<file path="src/rtl/mul_seq_signed.sv">
// ---------------------------------------------------------------------------
// mul_seq_signed
// Sequential shift-add multiplier for 64-bit sign/magnitude operands.
// Its output feeds the 128->64 modular reducer: product is a 2*DW-bit
// two's-complement value, and done is a one-cycle pulse that can drive
// the reducer's enable input directly.
//
// Build option:
//   MUL_RADIX4_EN defined   -> radix-4: two multiplier bits per cycle,
//                              N = DW/2 iterations (DW must be even)
//   MUL_RADIX4_EN undefined -> radix-2: one multiplier bit per cycle,
//                              N = DW iterations
// Ports, output encoding and handshake are the same in both builds.
// Only the latency differs: start->done is N+1 cycles.
// ---------------------------------------------------------------------------
module mul_seq_signed #(
   parameter int DW    = 64,
   parameter int CNT_W = 7
) (
   input  logic            clk,
   input  logic            rst,
   input  logic            start,
   input  logic [DW-1:0]   a,
   input  logic            a_sign,
   input  logic [DW-1:0]   b,
   input  logic            b_sign,
   output logic            busy,
   output logic            done,
   output logic [2*DW-1:0] product,
   output logic            product_sign
);

`ifdef MUL_RADIX4_EN
   localparam int K = 2;
`else
   localparam int K = 1;
`endif

   localparam int PW = 2 * DW;
   localparam int N  = DW / K;

   // The counter reaches LAST_CNT after the final accumulation.
   // The cycle spent at LAST_CNT formats the result.
   localparam logic [CNT_W-1:0] LAST_CNT = CNT_W'(N);

   typedef enum logic [1:0] {
      S_IDLE,
      S_RUN,
      S_DONE
   } state_t;

   state_t          state_q, state_d;
   logic [CNT_W-1:0] cnt_q, cnt_d;
   logic [PW-1:0]   mcand_q, mcand_d;
   logic [DW-1:0]   mplier_q, mplier_d;
   logic [PW-1:0]   acc_q, acc_d;
   logic            neg_q, neg_d;
   logic [PW-1:0]   product_q, product_d;
   logic            product_sign_q, product_sign_d;
   logic [PW-1:0]   pp;

`ifdef MUL_RADIX4_EN
   logic [PW-1:0]   mcand3_q, mcand3_d;
   logic [PW-1:0]   a_ext;
   logic [PW-1:0]   a_times3;

   // Compute the 3x multiple once at accept so each iteration needs only one adder.
   always_comb begin
      a_ext    = {{DW{1'b0}}, a};
      a_times3 = (a_ext << 1) + a_ext;
   end

   // Select the radix-4 partial product from the two multiplier LSBs.
   always_comb begin
      pp = '0;
      case (mplier_q[1:0])
         2'd0:    pp = '0;
         2'd1:    pp = mcand_q;
         2'd2:    pp = mcand_q << 1;
         default: pp = mcand3_q;
      endcase
   end
`else
   // Select the radix-2 partial product: the multiplicand or nothing.
   always_comb begin
      pp = '0;
      if (mplier_q[0]) begin
         pp = mcand_q;
      end
   end
`endif

   // Next-state logic: accept, iterate, format, then pulse done.
   always_comb begin
      state_d        = state_q;
      cnt_d          = cnt_q;
      mcand_d        = mcand_q;
      mplier_d       = mplier_q;
      acc_d          = acc_q;
      neg_d          = neg_q;
      product_d      = product_q;
      product_sign_d = product_sign_q;
`ifdef MUL_RADIX4_EN
      mcand3_d       = mcand3_q;
`endif

      case (state_q)
         S_IDLE, S_DONE: begin
            if (start) begin
               state_d  = S_RUN;
               cnt_d    = '0;
               acc_d    = '0;
               mcand_d  = {{DW{1'b0}}, a};
               mplier_d = b;
               neg_d    = a_sign ^ b_sign;
`ifdef MUL_RADIX4_EN
               mcand3_d = a_times3;
`endif
            end else begin
               state_d = S_IDLE;
            end
         end

         S_RUN: begin
            if (cnt_q != LAST_CNT) begin
               acc_d    = acc_q + pp;
               mplier_d = mplier_q >> K;
               mcand_d  = mcand_q << K;
`ifdef MUL_RADIX4_EN
               mcand3_d = mcand3_q << K;
`endif
               cnt_d    = cnt_q + CNT_W'(1);
            end else begin
               // A zero magnitude is never reported as negative.
               product_d      = neg_q ? (~acc_q + PW'(1)) : acc_q;
               product_sign_d = neg_q & (|acc_q);
               state_d        = S_DONE;
            end
         end

         default: begin
            state_d = S_IDLE;
         end
      endcase
   end

   // State and datapath registers with synchronous reset.
   always_ff @(posedge clk) begin
      if (rst) begin
         state_q        <= S_IDLE;
         cnt_q          <= '0;
         mcand_q        <= '0;
         mplier_q       <= '0;
         acc_q          <= '0;
         neg_q          <= 1'b0;
         product_q      <= '0;
         product_sign_q <= 1'b0;
`ifdef MUL_RADIX4_EN
         mcand3_q       <= '0;
`endif
      end else begin
         state_q        <= state_d;
         cnt_q          <= cnt_d;
         mcand_q        <= mcand_d;
         mplier_q       <= mplier_d;
         acc_q          <= acc_d;
         neg_q          <= neg_d;
         product_q      <= product_d;
         product_sign_q <= product_sign_d;
`ifdef MUL_RADIX4_EN
         mcand3_q       <= mcand3_d;
`endif
      end
   end

   // Handshake outputs are decoded straight from the state register.
   always_comb begin
      busy         = (state_q == S_RUN);
      done         = (state_q == S_DONE);
      product      = product_q;
      product_sign = product_sign_q;
   end

endmodule

</file>
<file path="config.mk">
export PLATFORM = sky130hd
export DESIGN_NAME = mul_seq_signed
export DESIGN_NICKNAME = d
export VERILOG_FILES = /design/src/rtl/mul_seq_signed.sv
export SDC_FILE = /design/constraint.sdc
export NUM_CORES = 1
export LEC_CHECK = 0
export CELL_PAD_IN_SITES_DETAIL_PLACEMENT = 1
export CELL_PAD_IN_SITES_GLOBAL_PLACEMENT = 2
export CORE_MARGIN = 10
export CORE_UTILIZATION = 37
export DETAILED_ROUTE_END_ITERATION = 8
export GPL_TIMING_DRIVEN = 0
export HOLD_SLACK_MARGIN = 0.06
export PLACE_DENSITY = 0.89
export SKIP_LAST_GASP = 1
export SLEW_MARGIN = 20
export SYNTH_ARGS = -nofsm -noshare
export SYNTH_HDL_FRONTEND = slang
export SYNTH_SLANG_ARGS = --single-unit
</file>
<file path="constraint.sdc">
create_clock -name clk -period 13.5 [get_ports clk]
set_input_delay 2.7 -clock clk [delete_from_list [all_inputs] [get_ports clk]]
set_output_delay 2.7 -clock clk [all_outputs]
set_load 0.01 [all_outputs]
</file>
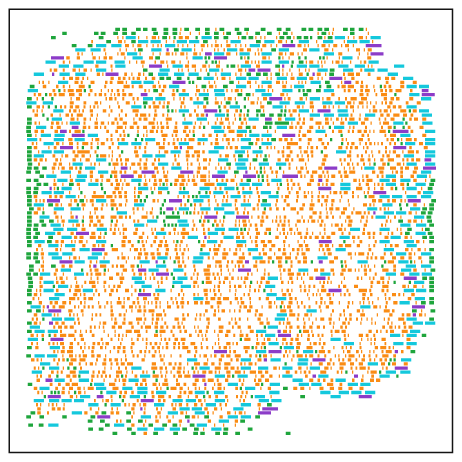
Figure 1: run 1, cell classes on the final placement.
Scale: 1.5 px per µm.
- green: remaining buffers and delay cells (cells 502)
- cyan: sequential cells (cells 459)
- purple: clock drivers and dummy loads (cells 100)
- orange: combinational and other logic (cells 2985)
sequential cell area share: 27.3%
Core Area: 0.0746 mm²
Rows: 100

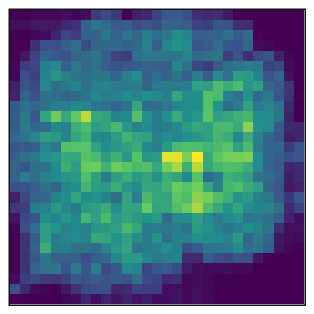
Figure 2: run 1, wiring heat map.
Scale: 1 px per µm. 29 x 29 tiles, from dark purple (low) to yellow (high), scaled to the fullest tile. Values are wire area over tile area, all layers added.
- tiles over half the peak: 25%
- densest ninth of the die: centre
- emptiest ninth of the die: lower right
- fullest tile: 0.67
- mean over tiles: 0.23

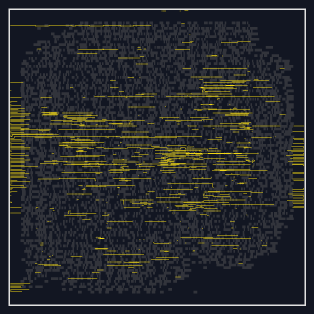
Figure 3: run 1, signal wires on met3.
Scale: 1 px per µm.
- wire length on this layer: 7220 µm
- main direction: horizontal
- longest straight run: 108 µm
- nets with wire on the layer: 397
- share of all routed wire: 5.8%
via count: 29500
wirelength, routed: 126000 µm
GRT met3 Usage: 3.69%

==> results.txt, run 1 <==
run results: outcome=finished, final reports clean, hold depth=2, top cell category=logic gates, Yosys Chip Area=0.0279 mm², clk ins delay skew pair=about 0.64 ns, Yosys cell types=75, chip height=294 µm, Root Driver=clkbuf_16, Cells after Synth=approximately 3700, gr usage total=between 20% and 30%, Reg-to-Reg End=acc_q[122]$_SDFFE_PP0P_, RSZ-0062 raised after global routing=no, crit path from=mplier_q[0]$_SDFFE_PP0P_, clock sink count=roughly 460, reg-to-reg slack, setup=6.37 ns, Log Warnings=27, max incr delay on CP=approximately 0.95 ns, Mapped Avg Cell Area=7.57 µm², DRC=0, fin crit period=between 7 and 8 ns, Setup Skew=between 0.02 and 0.025 ns, Filler Cells Inserted=roughly 9300, Max-area cell share=between 30% and 40%, crit-path max FO=10, TritonCTS clock tree=yes, Clock transition at path regs=around 0.06 ns, ys flops=roughly 460, Non-clk invs=48, ClkCell Share=5.48%, hold bufs inserted after CTS=0, Max-slew headroom=between 10% and 20%, flop count=approximately 460, Async SR Flop Fraction=0%, Synth area leader=dfxtp_1, Init Core Util=between 30% and 40%, number of buffers added on ports=~260, layout cells sized above 1=3.24%, Yosys Instances=between 3000 and 4000, kind of critical path=reg2reg, Buffers excl. clock=around 500, yosys warns=0, Area Overhead vs Synth=20.8%, Tapcell Cnt=around 970, Final period util=between 50% and 60%, Setup Buffers After CTS=0, multi-input gates=2937, sequential area share after synthesis=between 30% and 40%, Worst Setup Start Kind=flip-flop, Final Hold Fails=0, Worst Hold Slack=approximately 0.46 ns, FF-to-FF Start=mplier_q[0]$_SDFFE_PP0P_, largest net degree at the start of global routing=15, vias in the first global route=between 30000 and 40000, Post-Syn Nets=3943, combinational share of cell area=52.4%, initial antenna violation count=2, Worst Path Arrival=around 7.7 ns, GRT overflow=0, Top delay family on crit path=AND-OR/OR-AND gates, ANT cells=0, Max Buffers Root-to-Sink=3, clock power share=roughly 45%, f_max=between 100 and 150 MHz, hpwl dp=a little under 100000 µm, EDFF count, synth=0, width of the die=between 200 and 300 µm, Vias/cell=~5.9, hold crit path type=reg2reg, sw frac=29.9%, sequential share of power=between 40% and 50%, die area=between 0.08 and 0.09 mm²
==> run 1: stage by stage <==
| step | area, µm² | cells | util (%) | worst slack (ns) |
|---|---|---|---|---|
| floorplan | 27900 | 3679 | - | 9.14 |
| global placement | 31700 | 4911 | 42.5 | 5.81 |
| detailed placement | 31800 | 4915 | 42.7 | 6.53 |
| CTS | 33700 | 5015 | 45.2 | 6.48 |
| global route | 33700 | 5015 | 45.2 | 6.13 |
| finish | 33700 | 5015 | 45.2 | 6.37 |
==> run 1: logic make-up after synthesis <==
logic type	count (synthesis)	share of synthesized area [%]
adder cells (fa/ha/maj)	131	5.91
buffers and inverters	283	3.82
AND/OR/NAND/NOR	1419	23.4
flip-flops	459	33.0
AND-OR/OR-AND	1144	26.2
XOR/XNOR	239	7.51
multiplexers	4	0.148
==> run 1: routing by layer <==
metal  GRT usage [%]  share of wire (%)  up-vias  routed length, µm
met1            36.1                 43    14500              54400
met3            3.69                5.7      226               7220
li1                -                  -    13800                  -
met5               0                  0        -                  0
met4            11.2                4.3        0               5350
met2            46.8                 47      893              58600
==> run 1: layout by cell type, fill, tap and decap left out, types with 9 or more instances in the layout <==
cell and count:
and2_1 136, o211ai_1 12, clkdlybuf4s50_1 263, a21o_1 52
a311oi_1 64, clkbuf_1 230, o21a_1 14, and3_1 20
nand2b_1 17, a22oi_1 65, a21oi_1 369, a21boi_0 9
o31ai_1 34, nand4_1 57, xnor2_1 77, a211oi_1 117
nand3_1 95, a31oi_1 16, clkbuf_16 54, ha_1 130
inv_1 48, or4_1 19, nor2b_1 12, nor3_1 48
or3_1 36, xor2_1 162, nand2_1 590, a22o_1 51
o21ai_0 235, o21bai_1 32, o41ai_1 22, nor2_1 331
nor4_1 19, clkbuf_8 13, dfxtp_1 459
==> run 1: power by group through the flow <==
stage	combinational [mW]	clock (mW)	sequential (mW)
global route	0.518	1.63	1.42
floorplan	0.263	0	1.44
CTS	0.478	1.58	1.42
detailed placement	0.475	0	1.45
finish	0.484	1.56	1.42
global placement	0.466	0	1.45
==> run 1: how the worst min path moves through the flow <==
| stage | start | end | slack [ns] |
|---|---|---|---|
| 2_1_floorplan | mcand_q[64]$_SDFFE_PP0P_ | mcand_q[65]$_SDFFE_PP0P_ | 0.44 |
| 3_3_place_gp | product[85]$_SDFFE_PP0P_ | product[85]$_SDFFE_PP0P_ | 0.44 |
| 3_5_place_dp | product[0]$_SDFFE_PP0P_ | product[0]$_SDFFE_PP0P_ | 0.45 |
| 4_1_cts | product[0]$_SDFFE_PP0P_ | product[0]$_SDFFE_PP0P_ | 0.46 |
| 5_1_grt | product[84]$_SDFFE_PP0P_ | product[84]$_SDFFE_PP0P_ | 0.48 |
| 6_report | product[85]$_SDFFE_PP0P_ | product[85]$_SDFFE_PP0P_ | 0.46 |
==> run 1: sequential cells by signal, summed over array words and instances (netlist names) <==
register	count
product_sign	1
mplier_q	64
acc_q	128
product	128
mcand_q	128
cnt_q	7
neg_q	1
state_q	2
Figure 4. The clock network (run 1).
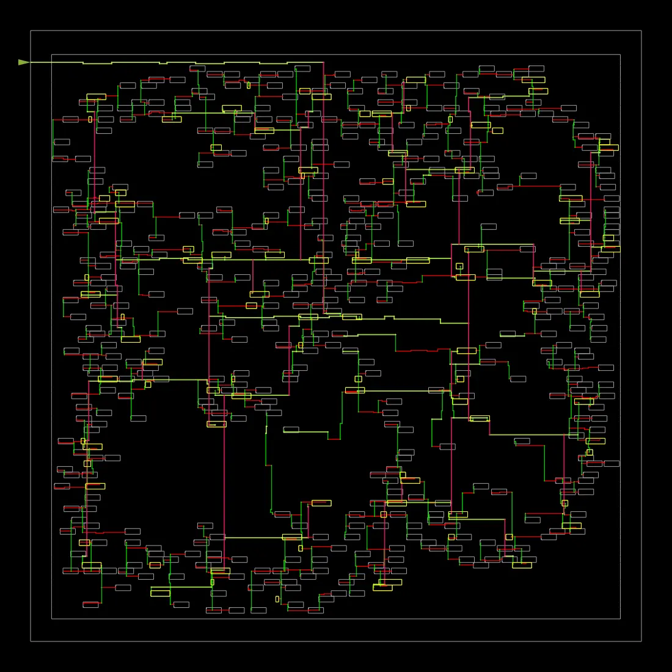

--- run 2 (diff from run 1) ---
--- a/config.mk
+++ b/config.mk
@@ -8,11 +8,11 @@
 export CELL_PAD_IN_SITES_DETAIL_PLACEMENT = 1
 export CELL_PAD_IN_SITES_GLOBAL_PLACEMENT = 2
 export CORE_MARGIN = 10
-export CORE_UTILIZATION = 37
+export CORE_UTILIZATION = 31
 export DETAILED_ROUTE_END_ITERATION = 8
 export GPL_TIMING_DRIVEN = 0
 export HOLD_SLACK_MARGIN = 0.06
-export PLACE_DENSITY = 0.89
+export PLACE_DENSITY = 0.8
 export SKIP_LAST_GASP = 1
 export SLEW_MARGIN = 20
 export SYNTH_ARGS = -nofsm -noshare
==> constraint.sdc (replaced) <==
create_clock -name clk -period 6.5 [get_ports clk]
set_input_delay 1.3 -clock clk [delete_from_list [all_inputs] [get_ports clk]]
set_output_delay 1.3 -clock clk [all_outputs]
set_load 0.01 [all_outputs]
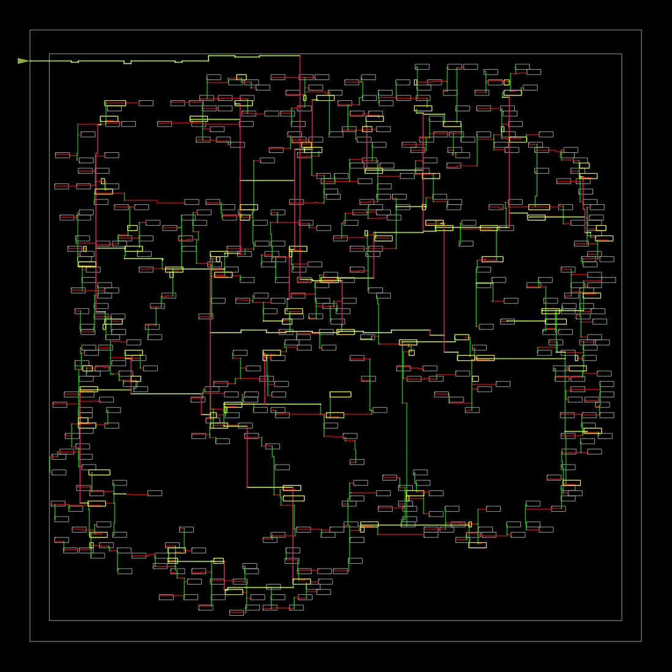
Figure 5: run 2, the clock network.
clock sink count: 459
flop count: 459
clk ins delay skew pair: 0.64 ns
CLK BUF: 79
clk pwr: 3.32 mW

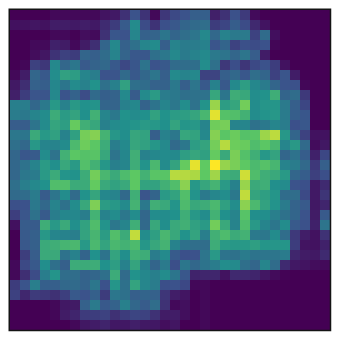
Figure 6: run 2, wiring heat map.
Scale: 1 px per µm. 32 x 32 tiles, from dark purple (low) to yellow (high), scaled to the fullest tile. Values are wire area over tile area, all layers added.
- nearly empty tiles: 15%
- densest ninth of the die: centre
- emptiest ninth of the die: lower right
- mean over tiles: 0.20
- fullest tile: 0.58
via count: 29200
post-DR wirelength/cell: 24.8 µm
gr usage total: 24.2%
wirelength, routed: 129000 µm

==> results.txt, run 2 <==
run results: die area=0.102 mm² (was 0.0867 mm²), crit path from=mplier_q[0]$_SDFFE_PP0P_ (unchanged), FF-to-FF Start=mplier_q[0]$_SDFFE_PP0P_ (unchanged), kind of critical path=reg2reg (unchanged), EDFF count, synth=0 (unchanged), Max Buffers Root-to-Sink=3 (unchanged), crit-path max FO=10 (unchanged), Setup Buffers After CTS=0 (unchanged), comb area leader=AND-OR/OR-AND gates (unchanged), top layer in use=met4 (unchanged), Cells after DPL=5112 (was 4915), Max-slew headroom=15.5% (was 19.3%), MUX share of area=0.148% (unchanged), simple share=23.4% (unchanged), Setup Skew=0.0284 ns (was 0.0246 ns), TritonCTS clock tree=yes (unchanged), Final Hold Fails=0 (unchanged), Yosys Chip Area=0.0279 mm² (unchanged), number of buffers added on ports=263 (unchanged), yosys warns=0 (unchanged), vias in the first global route=29400 (was 30200), Mapped Avg Cell Area=7.57 µm² (unchanged), Init Core Util=31.4% (was 37.4%), Cells after Synth=3679 (unchanged), Root Driver=clkbuf_16 (unchanged), Synth area leader=dfxtp_1 (unchanged), Log Warnings=27 (unchanged), met3 wire len=7120 µm (was 7220 µm), Area Overhead vs Synth=22.1% (was 20.8%), sequential area share after synthesis=33.0% (unchanged), outcome=finished, final reports clean (unchanged), DRC=0 (unchanged), ys flops=459 (unchanged), Yosys Instances=3679 (unchanged), width of the die=320 µm (was 294 µm), Worst Setup Start Kind=flip-flop (unchanged), Clock transition at path regs=0.06 ns (about the same), Complex Gates by Area=26.2% (unchanged), initial antenna violation count=5 (was 2), min-delay src=product[101]$_SDFFE_PP0P_ (was product[85]$_SDFFE_PP0P_), hold crit path type=reg2reg (unchanged), Vias/cell=5.60 (was 5.88), Async SR Flop Fraction=0% (unchanged)
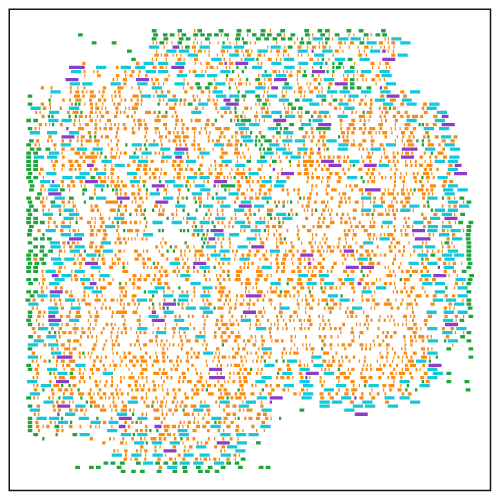
Figure 7: run 2, cell classes on the final placement.
Scale: 1.5 px per µm.
- purple: clock drivers and dummy loads (cells 98)
- green: remaining buffers and delay cells (cells 503)
- cyan: sequential cells (cells 459)
- orange: combinational and other logic (cells 2985)
Layout Utilization: 38.3%
Core Area: 0.0888 mm²
final instance area: 0.0340 mm²
sequential cell area share: 27.0%
Rows: 109

## run 2: cell counts after synthesis
Identical to the previous run, type by type.
## run 2: cell type report
cell class	count	area, µm²
Multi-Input combinational cell	2937	17700
Clock buffer	79	1600
Fill cell	10900	54800
Sequential cell	459	9190
Buffer	235	895
Timing Repair Buffer	268	2730
Clock inverter	19	298
Antenna cell	1	2.50
Tap cell	1165	1460
Inverter	48	180
## run 2: per-stage QoR
stage	hold slack [ns]	setup WS [ns]	area [µm²]	setup TNS [ns]
2_1_floorplan	0.441	2.14	27900	0
3_3_place_gp	0.440	-1.34	32000	-13.76
3_5_place_dp	0.451	-0.572	32100	-2.44
4_1_cts	0.460	0.110	34000	0
5_1_grt	0.477	0.143	34000	0
6_report	0.462	0.400	34000	0
## run 2: layer usage
metal  GRT usage [%]  vias to the layer above
met5               0                        -
met3            3.21                      148
met2            40.2                      761
met4            6.96                        0
li1                -                    13900
met1            32.2                    14400
## run 2: cell families after synthesis
group                      after synthesis
and+or+nand+nor                       1419
AOI/OAI and AO/OA                     1144
DFF                                    459
buffers and inverters                  283
xor gates and xnor gates               239
adders and majority gates              131
muxes                                    4
## run 2: path summary, 6_finish.rpt
| path | to | slack, ns | depth (start not counted) |
|---|---|---|---|
| hold reg to reg | product[101]$_SDFFE_PP0P_ | 0.46 | 2 |
| setup reg to reg | acc_q[122]$_SDFFE_PP0P_ | 0.40 | 20 |
| hold / removal | product[101]$_SDFFE_PP0P_ | 0.46 | 2 |
| setup / recovery | acc_q[122]$_SDFFE_PP0P_ | 0.40 | 20 |
## run 2: report_power, final
part / internal, mW / switching [mW]
clock network: 1.98 / 1.34
logic: 0.308 / 0.719
registers: 2.89 / 0.0558
total: 5.18 / 2.11
## run 2: worst max-delay path, cell delays in order (launching register included)
cell,delay [ns]
dfxtp_1,0.34
clkbuf_2,0.32
buf_16,0.20
clkbuf_1,0.41
and2_1,0.20
ha_1,0.19
inv_1,0.07
fa_1,0.42
nor2b_1,0.17
o211ai_1,0.14
a311o_1,0.42
a21oi_1,0.25
o21ai_1,0.33
o31ai_4,0.48
a21oi_1,0.30
o21bai_1,0.37
o2111ai_1,0.33
o31ai_2,0.52
a31oi_1,0.21
mux2_2,0.26
nand2_1,0.04
## run 2: what timing repair did
item                       4_1_cts  5_1_grt
gates resized                    3        2
cloned                           0        0
hold endpoints to repair         0        0
setup endpoints to repair        6        3
Figure 8. Signal wires on met3 (run 2).
Scale: 1 px per µm.
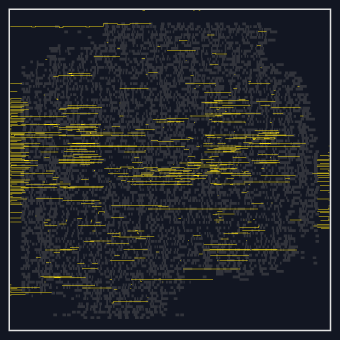

--- run 3 (diff from run 2) ---
--- a/config.mk
+++ b/config.mk
@@ -5,14 +5,13 @@
 export SDC_FILE = /design/constraint.sdc
 export NUM_CORES = 1
 export LEC_CHECK = 0
-export CELL_PAD_IN_SITES_DETAIL_PLACEMENT = 1
-export CELL_PAD_IN_SITES_GLOBAL_PLACEMENT = 2
 export CORE_MARGIN = 10
-export CORE_UTILIZATION = 31
+export CORE_UTILIZATION = 53
 export DETAILED_ROUTE_END_ITERATION = 8
 export GPL_TIMING_DRIVEN = 0
-export HOLD_SLACK_MARGIN = 0.06
+export HOLD_SLACK_MARGIN = 0.02
 export PLACE_DENSITY = 0.8
+export SKIP_CTS_REPAIR_TIMING = 1
 export SKIP_LAST_GASP = 1
 export SLEW_MARGIN = 20
 export SYNTH_ARGS = -nofsm -noshare
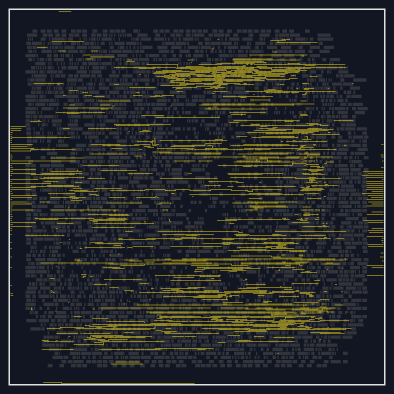
Figure 9: run 3, signal wires on met3.
Scale: 1.5 px per µm.
- share of all routed wire: 10%
- main direction: horizontal
- nets with wire on the layer: 537

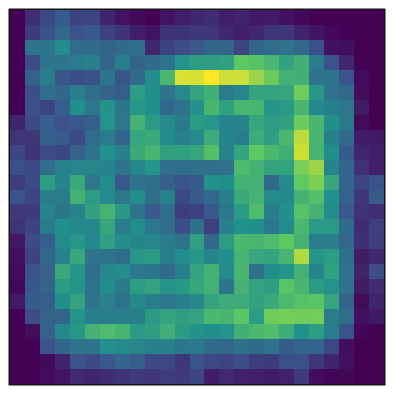
Figure 10: run 3, wiring heat map.
Scale: 1.5 px per µm. 25 x 25 tiles, from dark purple (low) to yellow (high), scaled to the fullest tile. Values are wire area over tile area, all layers added.
- mean over tiles: 0.29
- fullest tile: 0.78
- tiles over half the peak: 29%
- nearly empty tiles: 6.7%
via count: 29500
post-DR wirelength/cell: 22.6 µm

==> results.txt, run 3 <==
run results: Yosys Chip Area=0.0279 mm² (unchanged), EDFF count, synth=0 (unchanged), Clock transition at path regs=0.06 ns (about the same), Max-area cell share=33.0% (unchanged), Root Driver=clkbuf_16 (unchanged), RSZ-0062 raised after global routing=no (unchanged), Cells after Synth=3679 (unchanged), largest net degree at the start of global routing=15 (unchanged), Log Warnings=27 (unchanged), Max Buffers Root-to-Sink=3 (unchanged), Yosys cell types=75 (unchanged), CTS buffer count=48 (was 54), Setup Skew=0.0300 ns (was 0.0284 ns), wirelength, routed=106000 µm (was 129000 µm), final worst setup slack=0.322 ns (was 0.400 ns), Synth area leader=dfxtp_1 (unchanged), fin crit period=6.18 ns (was 6.10 ns), Final Hold Fails=0 (unchanged), sequential area share after synthesis=33.0% (unchanged), critical path cell sequence=clkbuf_2, clkbuf_1, and2_1, ha_1, inv_1, fa_1, nor2b_1, o211ai_1, a311o_1, a21oi_1, o21ai_0, o31ai_4, a21oi_1, o21bai_1, o2111ai_1, o31ai_2, a31oi_1, mux2_2, nand2_1 (was clkbuf_2, buf_16, clkbuf_1, and2_1, ha_1, inv_1, fa_1, nor2b_1, o211ai_1, a311o_1, a21oi_1, o21ai_1, o31ai_4, a21oi_1, o21bai_1, o2111ai_1, o31ai_2, a31oi_1, mux2_2, nand2_1), dominant logic cell type in the layout=nand2_1 (unchanged), Yosys Instances=3679 (unchanged), Filler Cells Inserted=4640 (was 10900), gr usage total=32.3% (was 24.2%), TritonCTS clock tree=yes (unchanged), crit-path most repeated cell=a21oi_1 (unchanged), layout cells sized above 1=2.95% (was 3.29%), width of the die=249 µm (was 320 µm), Async SR Flop Fraction=0% (unchanged), Top delay family on crit path=AND-OR/OR-AND gates (unchanged), Post-Syn Nets=3943 (unchanged), max incr delay on CP=0.57 ns (was 0.52 ns), yosys warns=0 (unchanged), Mapped Avg Cell Area=7.57 µm² (unchanged), Setup WS pre-CTS=-0.216 ns (was -0.572 ns), Max-slew headroom=19.9% (was 15.5%), die area=0.0622 mm² (was 0.102 mm²), clock sink count=459 (unchanged), # IOs=264 (unchanged), kind of critical path=reg2reg (unchanged), Init Core Util=53.9% (was 31.4%), Critical-path top delay cell=o31ai_2 (unchanged), ys flops=459 (unchanged), Area Overhead vs Synth=18.9% (was 22.1%), reg-to-reg slack, setup=0.32 ns (was 0.40 ns), DRC=0 (unchanged), Rows=83 (was 109), GRT overflow=0 (unchanged), crit-path max FO=10 (unchanged), hpwl dp=82800 µm (was 103000 µm), vias in the first global route=27500 (was 29400), outcome=finished, final reports clean (unchanged), Worst Setup Start Kind=flip-flop (unchanged), f_max=162 MHz (was 164 MHz), Vias/cell=6.25 (was 5.60), clk ins delay skew pair=0.63 ns (was 0.64 ns), WP buf/inv=3 (was 4), Final period util=95.0% (was 93.9%), initial antenna violation count=2 (was 5), Top cells excl fill/tap=nand2_1 (590), dfxtp_1 (459), a21oi_1 (369), nor2_1 (331), clkdlybuf4s50_1 (263) (was nand2_1 (590), dfxtp_1 (459), a21oi_1 (368), nor2_1 (331), clkdlybuf4s50_1 (263)), hold crit path type=reg2reg (unchanged), number of buffers added on ports=263 (unchanged)
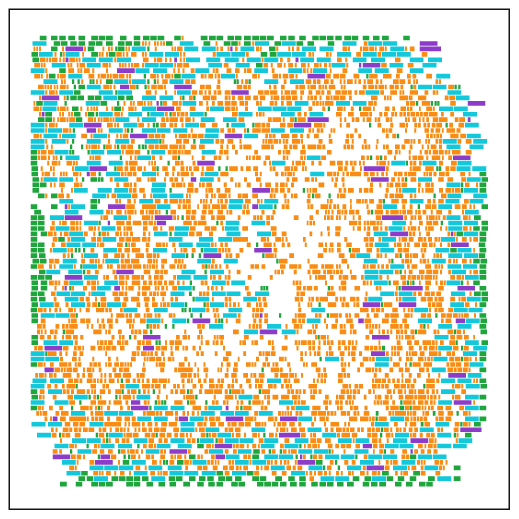
Figure 11: run 3, cell classes on the final placement.
Scale: 2 px per µm.
- cyan: sequential cells (cells 459)
- purple: clock drivers and dummy loads (cells 89)
- orange: combinational and other logic (cells 2985)
- green: remaining buffers and delay cells (cells 499)
Core Area: 0.0517 mm²
final instance area: 0.0331 mm²
sequential cell area share: 27.7%
Layout Utilization: 64.0%

==> run 3: metal layers <==
layer,vias up,GRT usage [%],routed length (µm)
met1,14000,43.5,45300
li1,13800,-,-
met4,0,13.2,4510
met3,239,7.92,11100
met5,-,0,0
met2,1378,48.5,45600
==> run 3: cell type report <==
cell class	instances	area (µm²)	share of cell area [%]
clock buffer	66	1370	4.13
multi-input combinational	2937	17700	53.3
clock inverter	23	334	1.01
tap	680	851	2.57
antenna	2	5.00	0.0151
sequential	459	9190	27.7
buffer	235	891	2.69
timing repair buffer	264	2640	7.97
inverter	48	180	0.544
==> run 3: kinds of logic after synthesis <==
group           count (synthesis)  share of synthesized area, %
xor+xnor                      239                          7.51
mux                             4                         0.148
simple gates                 1419                          23.4
buf+inv                       283                          3.82
compound gates               1144                          26.2
fa+ha+maj                     131                          5.91
flops                         459                          33.0
==> run 3: per-stage QoR <==
stage,total power [mW],instances,instance area [µm²]
2_1_floorplan,3.54,3679,27900
3_5_place_dp,3.95,4623,31400
3_3_place_gp,3.94,4622,31400
5_1_grt,7.10,4712,33100
4_1_cts,6.89,4712,33100
6_report,6.93,4714,33100
==> run 3: path summary, 6_finish.rpt <==
path / from / to / depth (start not counted)
worst max register to register: mplier_q[0]$_SDFFE_PP0P_ / acc_q[122]$_SDFFE_PP0P_ / 19
worst max-delay path: mplier_q[0]$_SDFFE_PP0P_ / acc_q[122]$_SDFFE_PP0P_ / 19
worst min register to register: product[89]$_SDFFE_PP0P_ / product[89]$_SDFFE_PP0P_ / 2
worst min-delay path: product[89]$_SDFFE_PP0P_ / product[89]$_SDFFE_PP0P_ / 2
==> run 3: where the power goes <==
part / switching (mW) / leakage, nW / internal, mW
logic: 0.686 / 8.12 / 0.302
registers: 0.0561 / 3.72 / 2.89
clock network: 1.27 / 0.838 / 1.73
==> run 3: worst register-to-register path, cell delays in order (launching register included) <==
cell and delay [ns]:
dfxtp_1 0.34, clkbuf_2 0.55, clkbuf_1 0.42, and2_1 0.20, ha_1 0.19, inv_1 0.07, fa_1 0.40, nor2b_1 0.18
o211ai_1 0.14, a311o_1 0.41, a21oi_1 0.19, o21ai_0 0.37, o31ai_4 0.54, a21oi_1 0.26, o21bai_1 0.39, o2111ai_1 0.29
o31ai_2 0.57, a31oi_1 0.25, mux2_2 0.32, nand2_1 0.05
Power is estimated from default activity; no workload was simulated.
